**config.mk**
```make
export PLATFORM = sky130hd
export DESIGN_NAME = dmem_ctrl
export DESIGN_NICKNAME = d
export VERILOG_FILES = /design/src/rtl/dmem_ctrl.sv
export SDC_FILE = /design/constraint.sdc
export NUM_CORES = 1
export LEC_CHECK = 0
export CAP_MARGIN = 40
export CORE_MARGIN = 2
export CORE_UTILIZATION = 44
export CTS_CLUSTER_DIAMETER = 40
export DETAILED_ROUTE_END_ITERATION = 7
export PLACE_DENSITY = 0.84
export RECOVER_POWER = 50
export SYNTH_ARGS = -nofsm -noshare
export SYNTH_HDL_FRONTEND = slang
export SYNTH_SLANG_ARGS = --single-unit
```
**constraint.sdc**
```tcl
create_clock -name clk -period 3.7 [get_ports clk]
set_input_delay 0.74 -clock clk [delete_from_list [all_inputs] [get_ports clk]]
set_output_delay 0.74 -clock clk [all_outputs]
set_load 0.05 [all_outputs]
```
**src/rtl/dmem_ctrl.sv**
```systemverilog
// Data-memory access sequencer: sub-word loads with sign/zero extension and
// read-modify-write sub-word stores on a word-wide RAM that has no byte enables.
module dmem_ctrl #(
    parameter int AW = 15
) (
    input  logic          clk,
    input  logic          rst,
    input  logic          req,
    input  logic          memwr,
    input  logic [2:0]    memop,
    input  logic [31:0]   addr,
    input  logic [31:0]   wdata,
    output logic          ready,
    output logic          done,
    output logic [31:0]   rdata,
    output logic          err,
    output logic [AW-1:0] ram_addr,
    output logic          ram_rd_en,
    output logic          ram_wr_en,
    output logic [31:0]   ram_wdata,
    input  logic [31:0]   ram_rdata
);

    localparam logic [2:0] IDLE = 3'd0;
    localparam logic [2:0] RD   = 3'd1;
    localparam logic [2:0] MRG  = 3'd2;
    localparam logic [2:0] WR   = 3'd3;
    localparam logic [2:0] RSP  = 3'd4;

    logic [2:0]    state_reg;
    logic [AW+1:0] addr_reg;
    logic [2:0]    op_reg;
    logic          wr_reg;
    logic [31:0]   wbuf_reg;
    logic [31:0]   rdata_reg;
    logic          err_reg;

    logic          op_bad;
    logic          misaligned;
    logic          acc_err;
    logic [31:0]   merged;
    logic [31:0]   load_ext;
    logic [7:0]    byte_lane;
    logic [15:0]   half_lane;
    logic          unused_addr_bits;

    // Bits above the RAM's byte range are deliberately ignored.
    assign unused_addr_bits = ^addr[31:AW+2];

    always_comb begin
        if (memwr)
            op_bad = !(memop == 3'b000 || memop == 3'b001 || memop == 3'b010);
        else
            op_bad = (memop == 3'b011) || (memop[2:1] == 2'b11);
        misaligned = ((memop[1:0] == 2'b01) && addr[0]) ||
                     ((memop[1:0] == 2'b10) && (addr[1:0] != 2'b00));
        acc_err    = op_bad || misaligned;
    end

    // Store merge: each byte lane takes store data only when it is addressed.
    generate
        for (genvar gi = 0; gi < 4; gi++) begin : g_merge
            logic byte_hit;
            logic half_hit;
            assign byte_hit = (op_reg[1:0] == 2'b00) && (addr_reg[1:0] == 2'(gi));
            assign half_hit = (op_reg[1:0] == 2'b01) && (addr_reg[1] == 1'(gi / 2));
            assign merged[8*gi +: 8] = byte_hit ? wbuf_reg[7:0] :
                                       half_hit ? wbuf_reg[8*(gi % 2) +: 8] :
                                                  ram_rdata[8*gi +: 8];
        end
    endgenerate

    assign byte_lane = ram_rdata[{addr_reg[1:0], 3'b000} +: 8];
    assign half_lane = addr_reg[1] ? ram_rdata[31:16] : ram_rdata[15:0];

    always_comb begin
        case (op_reg[1:0])
            2'b00:   load_ext = {{24{byte_lane[7] & ~op_reg[2]}}, byte_lane};
            2'b01:   load_ext = {{16{half_lane[15] & ~op_reg[2]}}, half_lane};
            default: load_ext = ram_rdata;
        endcase
    end

    always_ff @(posedge clk or posedge rst) begin
        if (rst) begin
            state_reg <= IDLE;
            addr_reg  <= '0;
            op_reg    <= '0;
            wr_reg    <= 1'b0;
            wbuf_reg  <= '0;
            rdata_reg <= '0;
            err_reg   <= 1'b0;
        end else begin
            case (state_reg)
                IDLE: begin
                    if (req) begin
                        addr_reg <= addr[AW+1:0];
                        op_reg   <= memop;
                        wr_reg   <= memwr;
                        wbuf_reg <= wdata;
                        err_reg  <= acc_err;
                        if (acc_err)
                            state_reg <= RSP;
                        else if (memwr && (memop[1:0] == 2'b10))
                            state_reg <= WR;
                        else
                            state_reg <= RD;
                    end
                end
                RD:  state_reg <= MRG;
                MRG: begin
                    if (wr_reg) begin
                        wbuf_reg  <= merged;
                        state_reg <= WR;
                    end else begin
                        rdata_reg <= load_ext;
                        state_reg <= RSP;
                    end
                end
                WR:      state_reg <= RSP;
                RSP:     state_reg <= IDLE;
                default: state_reg <= IDLE;
            endcase
        end
    end

    // State is already IDLE during reset, so ready needs rst masked in.
    assign ready     = (state_reg == IDLE) && !rst;
    assign done      = (state_reg == RSP);
    assign ram_rd_en = (state_reg == RD);
    assign ram_wr_en = (state_reg == WR);
    assign ram_addr  = addr_reg[AW+1:2];
    assign ram_wdata = wbuf_reg;
    assign rdata     = rdata_reg;
    assign err       = err_reg;

endmodule

```
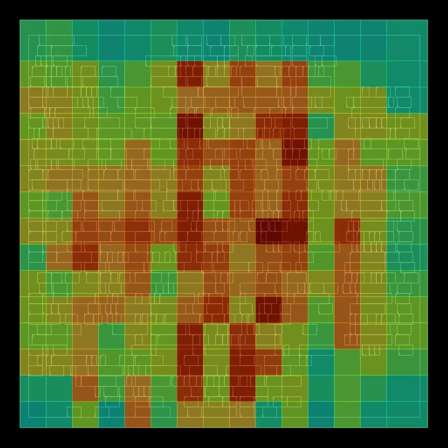
(routing congestion map)
global-route met2 utilization: 41.8%
Most Used Layer, Global Route: met2
detailed-route wire length per cell: 18.9 microns
met1 Use GR: 34.6%
overall track demand over capacity in global routing: 26.3%

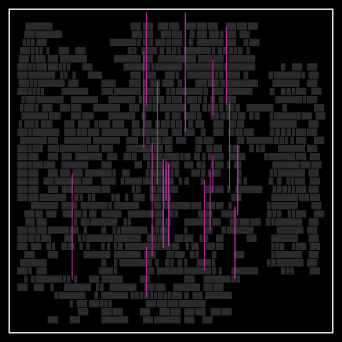
(the metal 4 layer)
Drawn at 3 px/micron.
longest straight run: 39.4 microns
nets with wire on the layer: 17
wire length on this layer: 475 microns
main direction: vertical
detailed-route wire length: 15,100 microns
number of vias after detailed routing: 4,587

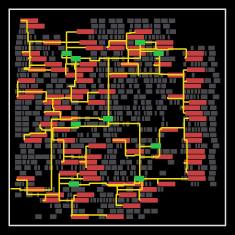
(clock network drawn from the DEF)
Drawn at 2 px/micron.
legend:
  clock wires:
    color: yellow
    length: 1,090 microns
  flip-flops:
    color: red
    count: 89
  clock-net drivers:
    color: green
    count: 9
flops lie: widely spread
routed clock nets: 10
Clock Power: 660 uW
clock latency on the worst-skew pair: 0.37 ns
Max Clock Skew: 0.00713 ns
share of power burned in the clock network: 9.8%

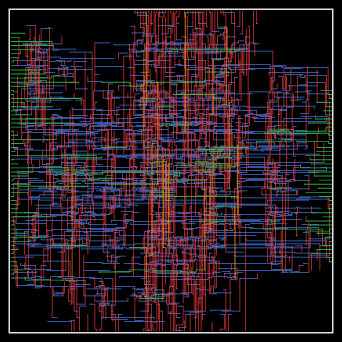
(routed metal, one color a layer)
Drawn at 3 px/micron.
legend:
  M4:
    color: orange
    wire_length: 475 microns
  M2:
    color: red
    wire_length: 7,010 microns
  M3:
    color: green
    wire_length: 1,250 microns
  M1:
    color: blue
    wire_length: 6,360 microns

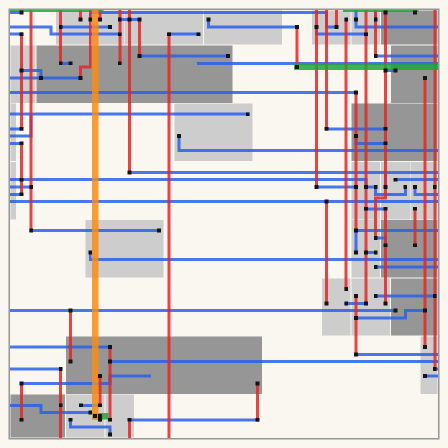
(zoomed window)
Region (71, 17) to (91, 37) microns. Cells in gray, sequential cells in the stronger gray; small squares are vias.
legend:
  M2:
    color: red
  M3:
    color: green
  M4:
    color: orange
  M1:
    color: blue
most frequent: a21oi_1 (5), nand2_1 (4), clkdlybuf4s50_1 (4)
sequential cells in the window: 2
netlist names of flops here include: `rdata` (2)
cells with their middle in the window: 19

[metrics by stage]
step	power, uW	worst slack, ns
detailed placement	6120	0.761
CTS	6780	0.739
global placement	6000	0.739
floorplan	4810	0.653
finish	6750	0.628
global route	7100	0.527
[per-layer routing]
layer  up-vias  routed length (microns)  share of wire, %  GRT usage (%)
met5         -                        0                 0              0
met4         0                      475               3.1           9.71
met3        40                     1250               8.3           6.90
met2       257                     7010                46           41.8
met1      2200                     6360                42           34.6
li1       2090                        -                 -              -
[cells in the final DEF (no fill, tap or decap), types with 2 or more instances in the layout]
cell / instances
nand2_1: 104
nand3b_1: 3
nor4_1: 2
nand2b_1: 2
a31o_2: 8
buf_4: 6
mux2_2: 25
a22oi_1: 7
buf_12: 2
and3_1: 8
a22o_1: 9
clkdlybuf4s50_1: 158
a221o_1: 7
a21oi_1: 58
a32oi_1: 7
o21ai_0: 29
dfrtp_1: 89
nand3_1: 8
a211oi_1: 8
a221oi_1: 3
nor3b_1: 3
inv_1: 2
nor2_1: 46
clkinv_2: 4
clkbuf_1: 3
a21boi_0: 2
clkbuf_8: 9
dlygate4sd3_1: 13
mux2i_1: 10
[power by group]
part	switching [uW]	total (uW)	leakage [uW]	internal [uW]
combinational	2740	4210	0.00154	1470
sequential	438	1880	0.00104	1440
clock	351	660	0.0000998	309
total	3530	6750	0.00268	3230
[area by class of cell]
| class | instances | area share (%) |
|---|---|---|
| Sequential cell | 89 | 33.7 |
| Multi-Input combinational cell | 370 | 33.3 |
| Timing Repair Buffer | 182 | 27.4 |
| Tap cell | 136 | 2.58 |
| Clock buffer | 10 | 1.93 |
| Clock inverter | 6 | 0.890 |
| Inverter | 4 | 0.246 |
[critical path: cells and delay by family]
family                 cells  cell delay, ns
buffers and inverters      2            1.41
AND/OR/NAND/NOR            1            0.18
==> notes.md <==
Here are the numbers from the latest Yosys + OpenROAD run.

The floorplan die height is 107 microns. Setup repair after global routing left no endpoint under its margin. In the setup report, the worst path falls into the class in2out. The final design utilization came out at 63.7%. The number of hold-slack violations in the final timing report came out at 0. The data required time of the critical path came out at 2.96 ns.

The worst-case hold path end point is addr_reg[3]. The cell area power density is 1020 nW/um^2. Buffers added to address setup during post-CTS repair amount to 0. The run finished with clean final reports.

The largest voltage drop on the vdd net came out at 0.541 mV. Counting every instance in the synthesized netlist gives 514. By area the synthesized netlist is led by dfrtp_1, nand2_1, mux2_2.

The number of clock sinks is 89. The normalized max-slew margin came out at 5.67%. The remaining antenna violation count came out at 0. The overflow left after global routing is 0.

The last weighted congestion value of the routability-driven placer is 0.911. The proportion of synthesized area in mux cells is 8.36%. Of the combinational cells, the family taking the most area is AND-OR/OR-AND gates. The most critical setup path has its endpoint at ready. The type of origin of the critical path is a primary input. Input and output buffers added on the ports amount to 171.

The OpenROAD warning count came out at 41. The most used flip-flop cell after synthesis is dfrtp_1. The number of nets in the layout is 759. The maximum number of pins on one net before global-route repair is 43. The top cell type by total area after synthesis is dfrtp_1. For reference, the top cells by count after synthesis are nand2_1, dfrtp_1, a21oi_1. The number of clock buffers inserted by TritonCTS came out at 9. The antenna cell count came out at 0. CTS placed an instance of clkbuf_8 at the clock tree root. The width of the die came out at 107 microns. The number of iterations in the first detailed-routing pass came out at 5. The worst hold path cell count is 2. The total area of sequential cells came out at 2230 sq um. In this run the deepest clock path goes through 2 buffers. The number of cells traversed by the worst register-to-register path came out at 5. The hold-fix buffer count after cts came out at 0. The violation tally recorded at the end of detailed-routing iteration 0 is 412. The largest single stage delay on the critical path is 0.85 ns. The cell-mix breakdown from Yosys lists the XOR/XNOR area share as 0%.

The number of global-route vias before repair came out at 4,516. The die covers 11,500 sq um. The minimum setup slack among reg-to-reg paths came out at 0.65 ns. The number of standard cells in the final layout excluding fillers is 797. By instance count, the leading cell after synthesis is nand2_1. The floorplan has 37 rows. The core region is 10,400 sq um.

The sequential element share of the synthesized area is 47.4%. The post-layout instance area is 6610 sq um. The combined area of the multi-input logic cells came out at 2200 sq um. The post-synth count of flops with an enable pin is 0. Per the finish-stage timing summary, setup violations number 0. TritonCTS built the clock tree. The chip area line of the yosys report came out at 4700 sq um. According to the hold report, the worst path is of the reg2reg type. In this run, placement finished with an instance count of 780. The mean number of vias per cell is 5.76. During synthesis, Yosys emitted a total of 0 warnings.

The global-route wire length before repair is 23,300 microns. The final HPWL from detailed placement is 11,200 microns. The achievable clock frequency came out at 326 MHz.

The cell with the largest stage delay on the worst path is clkdlybuf4s50_1. The critical path starts at rst. The initial antenna violation count came out at 0. The number of gates resized after CTS is 0. The final-layout fill cell count is 827. The sum of negative setup slack is 0 ns. The number of max-slew violations in the final report came out at 0.

Per the timing report, the most critical flop-to-flop path finishes at rdata[2]. Post-route period utilization is reported as 83.0%. The slew at the pin closest to its max-slew limit is 1.41 ns. Summing the areas of all compound-gate instances in the mapped netlist gives 20.2% of the synthesized area. Dividing the synthesized area by the synthesized cell count gives 9.15 sq um. In this run the maximum-capacitance check reported violations numbering 0. Across all hold checks on the routed design, the worst slack comes to 0.484 ns. The number of top-level pins is 187. The arrival time reported for the critical path endpoint came out at 2.33 ns.

The worst flop-to-flop path startpoint is state_reg[0]. The distinct cell type count after synthesis came out at 47. The clock transition at the registers of the reported paths is 0.08 ns. CTS built an H-tree with a depth of 3. The signal on the critical path passes through dlygate4sd3_1 > nor4_1 > clkdlybuf4s50_1. The start point of the worst hold path is addr_reg[3].
No activity file was given, so power comes from the tool's default toggle rates.
